**Supply network**

Bar = 20 µm. Pins as bars on the die edge.
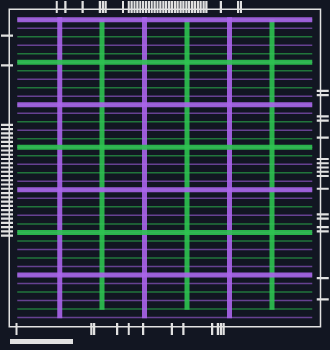
**Placed cells, one color a class**

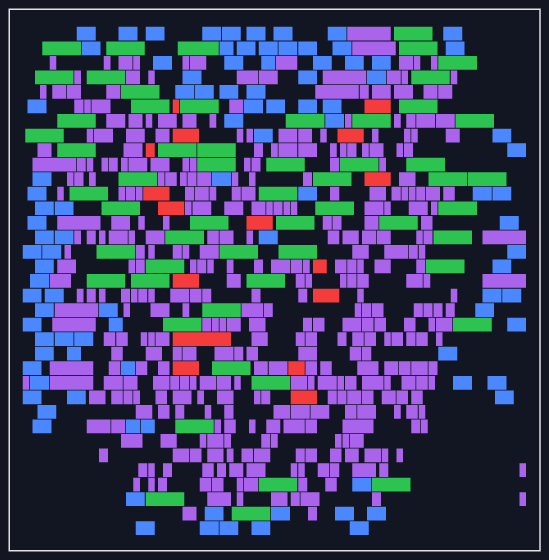
File: config.mk
export PLATFORM = sky130hd
export DESIGN_NAME = adr_walk_gen
export DESIGN_NICKNAME = d
export VERILOG_FILES = /design/src/rtl/adr_pkg.sv /design/src/rtl/adr_walk_ctr.sv /design/src/rtl/adr_walk_gen.sv
export SDC_FILE = /design/constraint.sdc
export NUM_CORES = 1
export LEC_CHECK = 0
export CORE_AREA = 2 2 97 99
export CTS_CLUSTER_DIAMETER = 50
export DETAILED_ROUTE_END_ITERATION = 10
export DIE_AREA = 0 0 99 101
export HOLD_SLACK_MARGIN = 0.1
export PLACE_DENSITY = 0.7
export SETUP_SLACK_MARGIN = 0.02
export SYNTH_ARGS = -nofsm -noshare
export SYNTH_HDL_FRONTEND = slang
export SYNTH_SLANG_ARGS = --single-unit
File: constraint.sdc
create_clock -name in_Clock -period 6.4 [get_ports in_Clock]
set_input_delay 1.28 -clock in_Clock [delete_from_list [all_inputs] [get_ports in_Clock]]
set_output_delay 1.28 -clock in_Clock [all_outputs]
set_load 0.02 [all_outputs]
File: src/rtl/adr_pkg.sv
// Shared definitions for the adr_walk_gen address generator.
//   - Command codes presented on cmd.
//   - Encoding of the raster-walk state machine.
package adr_pkg;

  localparam logic [3:0] CMD_NONE         = 4'd0;
  localparam logic [3:0] CMD_LOAD_BYTE    = 4'd1;
  localparam logic [3:0] CMD_TEMP_TO_MDAR = 4'd2;
  localparam logic [3:0] CMD_FROM_CH      = 4'd3;
  localparam logic [3:0] CMD_TO_CH        = 4'd4;
  localparam logic [3:0] CMD_INC          = 4'd5;
  localparam logic [3:0] CMD_DEC          = 4'd6;
  localparam logic [3:0] CMD_CLEAR        = 4'd7;
  localparam logic [3:0] CMD_WALK         = 4'd8;

  typedef enum logic [1:0] {
    ST_IDLE = 2'd0,
    ST_WALK = 2'd1,
    ST_DONE = 2'd2
  } walk_state_e;

endpackage

File: src/rtl/adr_walk_ctr.sv
// Row/column counter for the raster walk.
//   clk_i, rst_i      clock and synchronous active-high reset
//   load_i            latch rows_i/cols_i and restart at r=c=0
//   adv_i             advance one element (column fastest)
//   r_nxt_o, c_nxt_o  position the counters move to on adv_i
//   last_o            current position is the final element
module adr_walk_ctr #(
  parameter int W = 9
) (
  input  logic         clk_i,
  input  logic         rst_i,
  input  logic         load_i,
  input  logic         adv_i,
  input  logic [W-1:0] rows_i,
  input  logic [W-1:0] cols_i,
  output logic [W-1:0] r_nxt_o,
  output logic [W-1:0] c_nxt_o,
  output logic         last_o
);

  logic [W-1:0] rows_q, cols_q, r_q, c_q;
  logic         col_end_s;

  // Extents are never zero while walking, so cols-1 / rows-1 do not underflow.
  assign col_end_s = (c_q == (cols_q - {{(W-1){1'b0}}, 1'b1}));
  assign last_o    = col_end_s && (r_q == (rows_q - {{(W-1){1'b0}}, 1'b1}));

  // Next position: column wraps to 0 and carries into the row.
  always_comb begin
    r_nxt_o = r_q;
    c_nxt_o = c_q + {{(W-1){1'b0}}, 1'b1};
    if (col_end_s) begin
      c_nxt_o = {W{1'b0}};
      r_nxt_o = r_q + {{(W-1){1'b0}}, 1'b1};
    end else begin
      r_nxt_o = r_q;
    end
  end

  // Counter and extent registers.
  always_ff @(posedge clk_i) begin
    if (rst_i) begin
      rows_q <= {W{1'b0}};
      cols_q <= {W{1'b0}};
      r_q    <= {W{1'b0}};
      c_q    <= {W{1'b0}};
    end else if (load_i) begin
      rows_q <= rows_i;
      cols_q <= cols_i;
      r_q    <= {W{1'b0}};
      c_q    <= {W{1'b0}};
    end else if (adv_i) begin
      r_q <= r_nxt_o;
      c_q <= c_nxt_o;
    end
  end

endmodule

File: src/rtl/adr_walk_gen.sv
// Matrix-address generator driving the memory address register (mdar).
// Sources: NCH coordinate channels (g_in/t_in), a byte-loaded staging
// register (temp), INC/DEC/CLEAR, and an optional hardware raster walk.
// Ports:
//   in_Clock, reset        clock, synchronous active-high reset
//   cmd/cmd_valid/cmd_ready command handshake (codes in adr_pkg)
//   ch_sel, din            channel select, byte for LOAD_BYTE
//   g_in, t_in             packed channel coordinates, channel 0 in LSBs
//   tog_inc, tog           orientation toggle request / current flag
//   step_en                memory ready, advances the walk
//   mdar                   memory address
//   ld_g, ld_t, ld_en      coordinate write-back data and one-hot strobe
//   busy, walk_done        walk active / one-cycle completion pulse
// Configuration macro: ADR_WALK_EN compiles in the walk FSM; without it
// WALK decodes as NONE, busy/walk_done stay 0 and cmd_ready is tied to 1.
module adr_walk_gen
  import adr_pkg::*;
#(
  parameter  int COORD_W = 9,
  parameter  int NCH     = 2,
  parameter  int BYTE_W  = 8,
  localparam int ADDR_W  = 2 * COORD_W,
  localparam int CH_W    = (NCH > 1) ? $clog2(NCH) : 1
) (
  input  logic                   in_Clock,
  input  logic                   reset,
  input  logic [3:0]             cmd,
  input  logic                   cmd_valid,
  output logic                   cmd_ready,
  input  logic [CH_W-1:0]        ch_sel,
  input  logic [BYTE_W-1:0]      din,
  input  logic [NCH*COORD_W-1:0] g_in,
  input  logic [NCH*COORD_W-1:0] t_in,
  input  logic                   tog_inc,
  input  logic                   step_en,
  output logic                   tog,
  output logic [ADDR_W-1:0]      mdar,
  output logic [COORD_W-1:0]     ld_g,
  output logic [COORD_W-1:0]     ld_t,
  output logic [NCH-1:0]         ld_en,
  output logic                   busy,
  output logic                   walk_done
);

  // tog=1 puts t in the upper field.
  function automatic logic [ADDR_W-1:0] pack_f(input logic t_hi,
                                               input logic [COORD_W-1:0] g,
                                               input logic [COORD_W-1:0] t);
    pack_f = t_hi ? {t, g} : {g, t};
  endfunction

  function automatic logic [COORD_W-1:0] unpack_g_f(input logic t_hi,
                                                    input logic [ADDR_W-1:0] a);
    unpack_g_f = t_hi ? a[COORD_W-1:0] : a[ADDR_W-1:COORD_W];
  endfunction

  function automatic logic [COORD_W-1:0] unpack_t_f(input logic t_hi,
                                                    input logic [ADDR_W-1:0] a);
    unpack_t_f = t_hi ? a[ADDR_W-1:COORD_W] : a[COORD_W-1:0];
  endfunction

  logic                tog_q, tog_d;
  logic [ADDR_W-1:0]   mdar_q, mdar_d, temp_q, temp_d;
  logic [COORD_W-1:0]  ld_g_q, ld_g_d, ld_t_q, ld_t_d;
  logic [NCH-1:0]      ld_en_q, ld_en_d;
  logic                accept_s, ch_ok_s;
  logic [COORD_W-1:0]  g_sel_s, t_sel_s;

  assign accept_s = cmd_valid && cmd_ready;
  assign ch_ok_s  = (32'(ch_sel) < NCH);
  assign g_sel_s  = COORD_W'(g_in >> (32'(ch_sel) * COORD_W));
  assign t_sel_s  = COORD_W'(t_in >> (32'(ch_sel) * COORD_W));

`ifdef ADR_WALK_EN
  walk_state_e         state_q, state_d;
  logic                busy_q, busy_d, done_q, done_d;
  logic                walk_tog_q, walk_tog_d;
  logic [COORD_W-1:0]  start_g_q, start_g_d, start_t_q, start_t_d;
  logic                ctr_load_s, ctr_adv_s, ctr_last_s;
  logic [COORD_W-1:0]  r_nxt_s, c_nxt_s;

  adr_walk_ctr #(.W(COORD_W)) u_ctr (
    .clk_i   (in_Clock),
    .rst_i   (reset),
    .load_i  (ctr_load_s),
    .adv_i   (ctr_adv_s),
    .rows_i  (temp_q[ADDR_W-1:COORD_W]),
    .cols_i  (temp_q[COORD_W-1:0]),
    .r_nxt_o (r_nxt_s),
    .c_nxt_o (c_nxt_s),
    .last_o  (ctr_last_s)
  );

  // DONE already accepts commands, so cmd_ready rises with walk_done.
  assign cmd_ready = (state_q != ST_WALK);
  assign busy      = busy_q;
  assign walk_done = done_q;
`else
  logic unused_step_s;
  assign unused_step_s = step_en;
  assign cmd_ready     = 1'b1;
  assign busy          = 1'b0;
  assign walk_done     = 1'b0;
`endif

  // Next-state: walk progression first, then accepted command decode.
  always_comb begin
    tog_d   = tog_q;
    mdar_d  = mdar_q;
    temp_d  = temp_q;
    ld_g_d  = ld_g_q;
    ld_t_d  = ld_t_q;
    ld_en_d = {NCH{1'b0}};
`ifdef ADR_WALK_EN
    state_d    = state_q;
    busy_d     = busy_q;
    done_d     = 1'b0;
    walk_tog_d = walk_tog_q;
    start_g_d  = start_g_q;
    start_t_d  = start_t_q;
    ctr_load_s = 1'b0;
    ctr_adv_s  = 1'b0;
    case (state_q)
      ST_WALK: begin
        if (step_en && ctr_last_s) begin
          // mdar stays on the final element.
          state_d = ST_DONE;
          busy_d  = 1'b0;
          done_d  = 1'b1;
        end else if (step_en) begin
          ctr_adv_s = 1'b1;
          mdar_d    = pack_f(walk_tog_q, start_g_q + r_nxt_s, start_t_q + c_nxt_s);
        end else begin
          mdar_d = mdar_q;
        end
      end
      ST_DONE: state_d = ST_IDLE;
      default: state_d = state_q;
    endcase
`endif
    // cmd_ready is low exactly while busy walking.
    if (tog_inc && cmd_ready) begin
      tog_d = ~tog_q;
    end else begin
      tog_d = tog_q;
    end
    if (accept_s) begin
      case (cmd)
        CMD_LOAD_BYTE:    temp_d = ADDR_W'({temp_q, din});
        CMD_TEMP_TO_MDAR: mdar_d = temp_q;
        CMD_FROM_CH: begin
          if (ch_ok_s) begin
            mdar_d = pack_f(tog_q, g_sel_s, t_sel_s);
          end else begin
            mdar_d = mdar_q;
          end
        end
        CMD_TO_CH: begin
          if (ch_ok_s) begin
            ld_g_d  = unpack_g_f(tog_q, temp_q);
            ld_t_d  = unpack_t_f(tog_q, temp_q);
            ld_en_d = NCH'(1'b1) << ch_sel;
          end else begin
            ld_en_d = {NCH{1'b0}};
          end
        end
        CMD_INC:   mdar_d = mdar_q + {{(ADDR_W-1){1'b0}}, 1'b1};
        CMD_DEC:   mdar_d = mdar_q - {{(ADDR_W-1){1'b0}}, 1'b1};
        CMD_CLEAR: mdar_d = {ADDR_W{1'b0}};
        CMD_WALK: begin
`ifdef ADR_WALK_EN
          if ((temp_q[ADDR_W-1:COORD_W] == {COORD_W{1'b0}}) ||
              (temp_q[COORD_W-1:0] == {COORD_W{1'b0}})) begin
            state_d = ST_DONE;
            done_d  = 1'b1;
          end else begin
            // Start point and orientation use the pre-toggle tog.
            state_d    = ST_WALK;
            busy_d     = 1'b1;
            walk_tog_d = tog_q;
            start_g_d  = unpack_g_f(tog_q, mdar_q);
            start_t_d  = unpack_t_f(tog_q, mdar_q);
            ctr_load_s = 1'b1;
          end
`else
          mdar_d = mdar_q;
`endif
        end
        default: mdar_d = mdar_d;
      endcase
    end else begin
      temp_d = temp_q;
    end
  end

  // State registers.
  always_ff @(posedge in_Clock) begin
    if (reset) begin
      tog_q   <= 1'b0;
      mdar_q  <= {ADDR_W{1'b0}};
      temp_q  <= {ADDR_W{1'b0}};
      ld_g_q  <= {COORD_W{1'b0}};
      ld_t_q  <= {COORD_W{1'b0}};
      ld_en_q <= {NCH{1'b0}};
    end else begin
      tog_q   <= tog_d;
      mdar_q  <= mdar_d;
      temp_q  <= temp_d;
      ld_g_q  <= ld_g_d;
      ld_t_q  <= ld_t_d;
      ld_en_q <= ld_en_d;
    end
  end

`ifdef ADR_WALK_EN
  // Walk FSM registers.
  always_ff @(posedge in_Clock) begin
    if (reset) begin
      state_q    <= ST_IDLE;
      busy_q     <= 1'b0;
      done_q     <= 1'b0;
      walk_tog_q <= 1'b0;
      start_g_q  <= {COORD_W{1'b0}};
      start_t_q  <= {COORD_W{1'b0}};
    end else begin
      state_q    <= state_d;
      busy_q     <= busy_d;
      done_q     <= done_d;
      walk_tog_q <= walk_tog_d;
      start_g_q  <= start_g_d;
      start_t_q  <= start_t_d;
    end
  end
`endif

  assign tog   = tog_q;
  assign mdar  = mdar_q;
  assign ld_g  = ld_g_q;
  assign ld_t  = ld_t_q;
  assign ld_en = ld_en_q;

endmodule

==> reports/metrics.cfg <==
[layout]
layout.cells.non_filler=667
drive_above_1_share_pct=8.27
logic_area_um2=2520
regArea_um2=1140
final_layout_top_logic_cell=clkdlybuf4s50_1

[placement]
postPlaceCellArea_um2=4790
gp_congestion=0.908
dp_hpwl_um=8250
port_buffers=91

[worst_setup_path]
critPathKind=primary input to flip-flop
crit_fanout=26
crit_arrival_ps=4580
crit_chain=clkdlybuf4s50_1 > nand4bb_1 > buf_4 > inv_2 > ha_1 > or4b_2 > mux2i_1 > o2111a_1 > a311o_1 > o211ai_1 > a21oi_1

[pwr]
power.internal_mw=0.656
power_frac_comb_pct=20.1
power.switching_mw=0.265
finalPower_mw=0.921
peakVddDrop_uv=103

[flow_run]
tool_warnings=27
cap_violations=0

[drt]
viasPerCell=6.12
num_vias=4084
drcViolationCount=0
drtIter0Drc=326
routed_wl_um=11700

[logic_synthesis]
ys_area_um2=3920
synth.top_cell.area_share_pct=29.1
yosysTopAreaCell=dfxtp_1
yosysUniqueCellTypes=64
avgSynthCellArea_um2=7.92
synthCells=495
synth_area_um2=3920
edf_count=0
yosys.stat.seqShare_pct=29.1
topCellsByArea=dfxtp_1, mux4_2, nand2_1
ys.flop_type=dfxtp_1

[sta]
worstMarginPinSlew_ps=1030
max_freq_mhz=232
slew_headroom_pct=31.3
period_minus_slack_ps=4310
final_hold_viol_count=0
holdWs_ps=495

[clock_tree]
cts_hold_buf=0
cts_setup_buffers=0
cts-htree-levels=3
ctsResizeCount=0
cts_buffer_depth=2
clkLatencyLatePin_ps=340
cts_tree=built
clk_pin_slew_ps=70
cts_buffers=9
cts-root-buf=clkbuf_8

[die]
top_level_ports=96
fp.dieArea_um2=10000

[outcome]
status=complete, no violations

[grt]
grt_antenna_before_repair=0
grt_pass1_vias=3600
grt_pass1_wl_um=18800

[min_path]
hp-class=flip-flop to flip-flop

-- 'supply network' (at the start) --
legend:
  VSS:
    color: purple
  VDD:
    color: green
rows: 35
met4 straps: 6
met5 straps: 7
met1 rails: 36
signal pins: 96
die width: 99 µm
core area: 8980 µm²

-- 'placed cells, one color a class' (at the start) --
legend:
  remaining buffers and delay cells:
    color: blue
    cells: 98
    share_of_their_area: 20%
  remaining logic cells:
    color: purple
    cells: 385
    share_of_their_area: 52%
  clock drivers and dummy loads:
    color: red
    cells: 16
    share_of_their_area: 4.2%
  registers:
    color: green
    cells: 57
    share_of_their_area: 24%
site row count: 35
Finished Core Util: 55.7%
flop share of the area: 22.9%
Design Area, Final: 5000 µm²

final cells by class:
| type | instances | area share (%) |
|---|---|---|
| Tap cell | 111 | 2.78 |
| Sequential cell | 57 | 22.9 |
| Clock buffer | 12 | 3.10 |
| Multi-Input combinational cell | 379 | 50.5 |
| Timing Repair Buffer | 98 | 19.3 |
| Inverter | 6 | 0.451 |
| Clock inverter | 4 | 1.03 |
cell families (layout without fill, tap and decap cells):
kind of cell               after synthesis  after routing  share of synthesized area [%]
DFF                                     57             57                           29.1
buffers and inverters                   60            120                           6.86
and+or+nand+nor                        180            180                           21.8
xor gates and xnor gates                11             11                           2.46
adders and majority gates                3              3                          0.957
AOI/OAI and AO/OA                      142            142                           24.5
muxes                                   40             40                           14.1
other                                    2              3                          0.192
synth_stat cells (all sizes together), types with 9 or more instances:
cell type  count
buf           22
o21ai         23
xnor2          9
nor2          45
a21oi         40
mux2i         25
clkbuf        32
nand2b        10
nand2         68
a211oi        23
nor3          11
mux4          12
dfxtp         57
registers in the layout, indices dropped and copies added, names as in the netlist:
signal  count
mdar       18
ld_en       2
ld_t        9
temp_q     18
ld_g        9
tog         1
power groups by stage:
stage          clock network (mW)  logic, mW  registers (mW)
3_3_place_gp                    0      0.181           0.385
3_5_place_dp                    0      0.184           0.385
4_1_cts                     0.361      0.185           0.377
6_report                    0.359      0.185           0.377
2_1_floorplan                   0      0.112           0.386
5_1_grt                     0.379      0.199           0.379
path summary, 6_finish.rpt:
check                                             start                       to  slack (ps)  cells after the start
worst max-delay path                             cmd[0]    mdar[12]$_SDFFE_PP0P_        2090                     11
worst min-delay path            temp_q[15]$_SDFFE_PP0P_  temp_q[15]$_SDFFE_PP0P_         490                      2
worst max register to register     mdar[1]$_SDFFE_PP0P_    mdar[12]$_SDFFE_PP0P_        3990                      8
worst min register to register  temp_q[15]$_SDFFE_PP0P_  temp_q[15]$_SDFFE_PP0P_         490                      2
worst max-delay path, delay by kind of cell:
family	cells	cell delay [ps]
compound gates	4	570
simple gates	2	780
buf+inv	3	1180
mux	1	240
fa+ha+maj	1	510
per-layer routing:
layer | vias up | wire, µm | track usage [%]
met3 | 19 | 777 | 4.51
li1 | 1948 | - | -
met1 | 1960 | 5180 | 32.4
met4 | 0 | 249 | 8.85
met5 | - | 0 | 0
met2 | 157 | 5530 | 36.6
Power and IR drop assume default switching activity.
